## src/rtl/read_vdma_pkg.sv

```systemverilog
// read_vdma_pkg: shared FSM states, sizing helper and default burst-length width for the read VDMA path
package read_vdma_pkg;

    typedef enum logic [1:0] {IDLE, CMD, DATA, FIN} state_e;

    localparam int LSIZE_DEF = 9;

    function automatic int clog2(input int n);
        int r;
        r = 0;
        while ((1 << r) < n) r++;
        return (r < 1) ? 1 : r;
    endfunction

endpackage

```

## src/rtl/read_burst_arbiter_rr_pick.sv

```systemverilog
// rr_pick: combinational round-robin selector, first pending index after ptr with wrap
module rr_pick #(
    parameter int NREQ = 2,
    parameter int IDW  = 1
) (
    input  logic [NREQ-1:0] pending_i,
    input  logic [IDW-1:0]  ptr_i,
    output logic            any_o,
    output logic [IDW-1:0]  idx_o,
    output logic [NREQ-1:0] onehot_o
);

    // scan from farthest to nearest so the nearest pending index after ptr is the last one written
    always_comb begin
        any_o = 1'b0;
        idx_o = '0;
        for (int k = NREQ; k >= 1; k--) begin
            if (pending_i[(int'(ptr_i) + k) % NREQ]) begin
                any_o = 1'b1;
                idx_o = IDW'((int'(ptr_i) + k) % NREQ);
            end
        end
        onehot_o = any_o ? (NREQ'(1) << idx_o) : '0;
    end

endmodule

```

## src/rtl/read_burst_arbiter.sv

```systemverilog
// read_burst_arbiter: round-robin sharing of one AXI read command/data path, one burst in flight
module read_burst_arbiter
    import read_vdma_pkg::*;
#(
    parameter int NREQ  = 2,
    parameter int LSIZE = LSIZE_DEF,
    parameter int IDW   = clog2(NREQ)
) (
    input  logic                  clock_i,
    input  logic                  rst_i,
    input  logic                  enable_i,
    input  logic [NREQ-1:0]       req_burst_i,
    input  logic [NREQ-1:0]       req_tail_i,
    input  logic [NREQ*LSIZE-1:0] req_len_i,
    output logic [NREQ-1:0]       resp_o,
    output logic [NREQ-1:0]       done_o,
    output logic [NREQ-1:0]       grant_o,
    output logic                  cmd_valid_o,
    input  logic                  cmd_ready_i,
    output logic [LSIZE-1:0]      cmd_len_o,
    output logic                  cmd_tail_o,
    output logic [IDW-1:0]        cmd_id_o,
    input  logic                  rd_beat_i,
    input  logic                  rd_last_i,
    output logic                  len_err_o,
    input  logic                  err_clr_i
);

    state_e            state_q, state_d;
    logic [IDW-1:0]    ptr_q, ptr_d, id_q, id_d;
    logic [LSIZE-1:0]  len_q, len_d, cnt_q, cnt_d, cnt_inc, win_len;
    logic              tail_q, tail_d, valid_q, valid_d, err_q, err_d, err_set, any;
    logic [NREQ-1:0]   grant_q, grant_d, resp_q, resp_d, win_oh;
    logic [IDW-1:0]    win_idx;

    rr_pick #(.NREQ(NREQ), .IDW(IDW)) u_pick (
        .pending_i(req_burst_i | req_tail_i),
        .ptr_i    (ptr_q),
        .any_o    (any),
        .idx_o    (win_idx),
        .onehot_o (win_oh)
    );

    assign win_len     = req_len_i[int'(win_idx)*LSIZE +: LSIZE];
    assign cnt_inc     = (&cnt_q) ? cnt_q : cnt_q + 1'b1;
    assign resp_o      = resp_q;
    assign done_o      = (state_q == FIN) ? grant_q : '0;
    assign grant_o     = grant_q;
    assign cmd_valid_o = valid_q;
    assign cmd_len_o   = len_q;
    assign cmd_tail_o  = tail_q;
    assign cmd_id_o    = id_q;
    assign len_err_o   = err_q;

    // state and datapath registers, all cleared by reset; pointer starts at NREQ-1 so requester 0 wins first
    always_ff @(posedge clock_i) begin
        if (rst_i) begin
            state_q <= IDLE;
            ptr_q   <= IDW'(NREQ - 1);
            id_q    <= '0;
            len_q   <= '0;
            tail_q  <= 1'b0;
            cnt_q   <= '0;
            grant_q <= '0;
            valid_q <= 1'b0;
            resp_q  <= '0;
            err_q   <= 1'b0;
        end else begin
            state_q <= state_d;
            ptr_q   <= ptr_d;
            id_q    <= id_d;
            len_q   <= len_d;
            tail_q  <= tail_d;
            cnt_q   <= cnt_d;
            grant_q <= grant_d;
            valid_q <= valid_d;
            resp_q  <= resp_d;
            err_q   <= err_d;
        end
    end

    // next-state: grant in IDLE, wait for handshake in CMD, count beats in DATA, pulse done in FIN
    always_comb begin
        state_d = state_q;
        ptr_d   = ptr_q;
        id_d    = id_q;
        len_d   = len_q;
        tail_d  = tail_q;
        cnt_d   = cnt_q;
        grant_d = grant_q;
        valid_d = valid_q;
        resp_d  = '0;
        err_set = rd_beat_i && (state_q != DATA);
        case (state_q)
            IDLE: if (enable_i && any) begin
                id_d    = win_idx;
                len_d   = win_len;
                tail_d  = req_tail_i[win_idx];
                grant_d = win_oh;
                valid_d = (win_len != '0);
                resp_d  = (win_len == '0) ? win_oh : '0;
                state_d = (win_len == '0) ? FIN : CMD;
            end
            CMD: if (cmd_ready_i) begin
                valid_d = 1'b0;
                resp_d  = grant_q;
                cnt_d   = '0;
                state_d = DATA;
            end
            DATA: if (rd_beat_i) begin
                cnt_d = cnt_inc;
                if (rd_last_i) begin
                    err_set = (cnt_inc != len_q);
                    state_d = FIN;
                end
            end
            FIN: begin
                grant_d = '0;
                ptr_d   = id_q;
                state_d = IDLE;
            end
            default: state_d = IDLE;
        endcase
        err_d = (err_q & ~err_clr_i) | err_set;
    end

endmodule

```

## config.mk

```make
export PLATFORM = sky130hd
export DESIGN_NAME = read_burst_arbiter
export DESIGN_NICKNAME = d
export VERILOG_FILES = /design/src/rtl/read_vdma_pkg.sv /design/src/rtl/read_burst_arbiter_rr_pick.sv /design/src/rtl/read_burst_arbiter.sv
export SDC_FILE = /design/constraint.sdc
export NUM_CORES = 1
export LEC_CHECK = 0
export CAP_MARGIN = 40
export CORE_MARGIN = 4
export CORE_UTILIZATION = 44
export CTS_CLUSTER_SIZE = 12
export DETAILED_ROUTE_END_ITERATION = 8
export GPL_TIMING_DRIVEN = 0
export PLACE_DENSITY = 0.74
export RECOVER_POWER = 100
export REMOVE_ABC_BUFFERS = 1
export SYNTH_ARGS = -nofsm -noshare
export SYNTH_HDL_FRONTEND = slang
export SYNTH_SLANG_ARGS = --single-unit
export TNS_END_PERCENT = 50
```

## constraint.sdc

```tcl
create_clock -name clock_i -period 1.83 [get_ports clock_i]
set_input_delay 0.183 -clock clock_i [delete_from_list [all_inputs] [get_ports clock_i]]
set_output_delay 0.183 -clock clock_i [all_outputs]
set_load 0.1 [all_outputs]
```

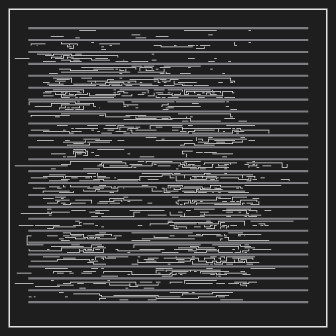
(images/layer_met1.png)
Supply wires on this layer in gray.
289 nets have wire on it. The longest straight run is 17.5 µm.
Vias: 1922
final WL: 5.03 mm

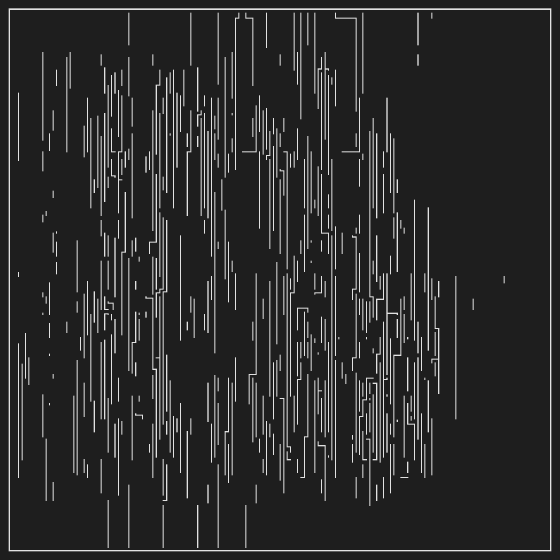
(images/layer_met2.png)
The layer carries 2380 µm of wire. 271 nets have wire on it.
Global Route met2 Usage: 32.5%

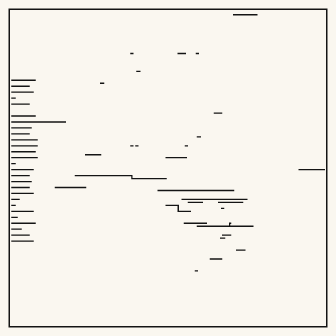
(images/layer_met3.png)
45 nets have wire on it. The layer carries 241 µm of wire. The longest straight run is 17.2 µm.
met3 usage: 3.19%

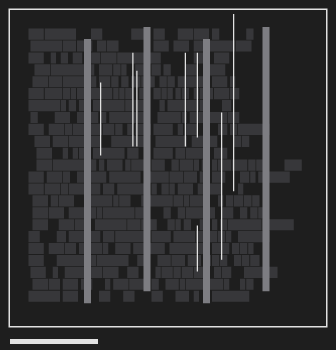
(images/layer_met4.png)
Scale bar: 20 µm. Supply wires on this layer in gray. Cells faint in the background.
The wires run mostly vertical. The layer carries 178 µm of wire.

==> changes_impl.md <==
### Implementation results

* DRT iter0 DRCs at 155
* Pre-antenna DRT Iters at 5
* Reg2Reg Launch Point: cnt_q[0]
* Fin crit period at 1.82 ns
* Root buf cell: clkbuf_8
* Hpwl dp at 3.80 mm
* Power Dens Cells at 894 mW/mm²
* Port-buffer cells at 47
* Final Slew Violations at 0
* Clk_skew at 0.00563 ns
* Arrival @ worst endpoint at 1.97 ns
* CORE AREA at 0.00400 mm²
* Hold Crit Class: reg2reg
* Placement Cell Area at 0.00262 mm²
* Hold_ws at 0.459 ns
* Synthesis Warnings at 0
* Hold Startpoint: cmd_tail_o
* Log Warnings at 29
* Main area contributors: dfxtp_1, mux2i_1, nor2_1
* F_max at 0.549 GHz
* Hold Vio Cnt, Final at 0
* Ys async rst share at 0%
* Worst setup path category: reg2reg
* Layout cells sized above 1 at 17.4%
* Slew @ Worst Pin at 0.534 ns
* Clock-pin transition on the worst setup and hold timing paths at 0.07 ns
* Mux area share at 7.81%
* CP endpoint kind: flip-flop
* Die W at 72.1 µm
* CTS max path bufs at 2
* Seq share, synth at 32.1%
* Final TNS setup at 0 ns
* Post-synth cell types at 45
* All-Layer GR Usage at 20.4%
* Synth top cells by count: nor2_1, dfxtp_1, a21oi_1
* CTS tree: built
* Post-Syn Area at 0.00181 mm²
* Worst endpoint required time at 1.98 ns
* Routability cong. at 0.829
* Status: finished clean
* Post-synth area from yosys stat at 0.00181 mm²
* Crit share post-route at 99.5%
* Max VDD drop at 0.665 mV
* RSZ-0062 raised after global routing: yes
* Leak Pwr at 1.03 nW
* Ant diodes at 0
* Xor+xnor area frac at 4.35%
* Synth Flop Type: dfxtp_1
* Final setup fails at 0
* DRT antenna net count at 0
* Max-area cell share at 32.1%
* EDFF count, synth at 0
* Relative slew margins at 63.9%
* H-tree depth at 2
* Largest area contributor in the netlist: dfxtp_1
* Aoi share at 21.8%
* Post-Synth Adder-Cell Area at 3.46%
* Final instance area at 0.00267 mm²
* Hold_buf cts at 0
* Drt drc at 0
* Die Size at 0.00520 mm²
* Vias in the first global route at 1916
* Floorplan utilization at 45.3%
* # Cells Yosys at 229
* WL/cell at 14.7 µm
* CP max FO at 8
* Final setup margin at 0.00886 ns
* R2r setup slk at 0.009 ns
* Total clock sinks at 29
* FP Rows at 23
* Syn Area/Cell at 7.91 µm²
* GR Overflow Total at 0
* Total CTS buffers at 5
* Final Net Count at 326
* Initial antenna violation count at 0
* Setup crit start kind: flip-flop
* First-pass GRT wire length at 8.49 mm
* Pre-CTS setup slack at -0.334 ns
* Mapped Cells at 229
* Critical Path Source: cnt_q[0]
* Cell Count, Final, Fillers Out at 343
* Worst skew pair latency at 0.28 ns
* Comb area leader: simple AND/OR/NAND/NOR gates
* Synth top cell by count: nor2_1
* Max Cap Viol at 0
* AND/OR/NAND/NOR Cells, Area Fraction at 26.3%
* Die Ht at 72.1 µm
* Ys flops at 29
* Vias per cell at 5.60
* Cell total after placement at 335
* Area growth syn-to-layout at 47.2%
* # IOs at 48
* Largest net degree at the start of global routing at 21
* Fill cell count at 333
[through the flow]
stage               utilization, %  total power [mW]
finish                        66.6              2.38
global route                  66.6              2.49
CTS                           69.5              2.46
detailed placement            65.5              1.86
global placement              57.2              1.66
floorplan                        -              1.42
[critical path, stage by stage, from the launching register on]
cell,delay (ns)
dfxtp_4,0.38
ha_4,0.19
and3_4,0.21
and4_2,0.25
nor3_2,0.16
a211oi_1,0.08
nor4_2,0.29
a31oi_1,0.13
[logic make-up after synthesis]
logic type | Yosys count
and+or+nand+nor | 93
AOI/OAI and AO/OA | 62
DFF | 29
buffers and inverters | 17
muxes | 14
xor gates and xnor gates | 9
adders and majority gates | 5
[worst paths after layout]
kind | to | cells after the start
setup / recovery | len_err_o | 7
hold / removal | cmd_tail_o | 2
setup reg to reg | len_err_o | 7
hold reg to reg | cmd_tail_o | 2
[layout make-up]
type                            instances  area (µm²)  area share, %
Clock buffer                            7        96.3           3.62
Tap cell                               50        62.6           2.35
Clock inverter                          1        5.00          0.188
Timing Repair Buffer                   68         669           25.1
Multi-Input combinational cell        183        1220           45.6
Sequential cell                        29         597           22.4
Inverter                                5        18.8          0.704
[layout by cell type, fill, tap and decap left out, types with 3 or more instances in the layout]
cell type / count
clkdlybuf4s50_1: 42
dfxtp_4: 4
xor2_1: 3
nand3_1: 10
nor3_1: 10
clkbuf_4: 12
a211oi_1: 11
and2_2: 3
a31oi_1: 4
o21ai_0: 13
inv_1: 5
dlygate4sd3_1: 3
xnor2_1: 6
nor3b_1: 3
nor2_1: 30
dfxtp_1: 24
nand2_1: 14
nand2b_1: 5
a21oi_1: 18
mux2i_1: 12
and2_1: 3
clkbuf_8: 7
[power breakdown]
part | total (mW) | switching (mW) | internal, mW
sequential | 0.764 | 0.0721 | 0.691
combinational | 1.03 | 0.652 | 0.378
clock | 0.588 | 0.248 | 0.340
total | 2.38 | 0.973 | 1.41
[layer usage]
metal | part of all wire, % | global-route usage (%) | vias up | wire, µm
met2 | 47 | 32.5 | 70 | 2380
li1 | - | - | 962 | -
met3 | 4.8 | 3.19 | 17 | 241
met4 | 3.5 | 11.1 | 0 | 178
met5 | 0 | 0 | - | 0
met1 | 44 | 26.3 | 873 | 2230
[flip-flops by register name, indices dropped and copies added (netlist names), 2 cells and up]
register   flops
resp_o         2
cnt_q          9
grant_o        2
state_q        2
cmd_len_o      9
[repair_timing]
action,CTS,global route
buffers inserted,0,0
gates resized,19,9
endpoints found under the setup margin,4,17
gates cloned,0,0
pin swaps,1,0
endpoints found under the hold margin,0,0
Power and IR drop assume default switching activity.
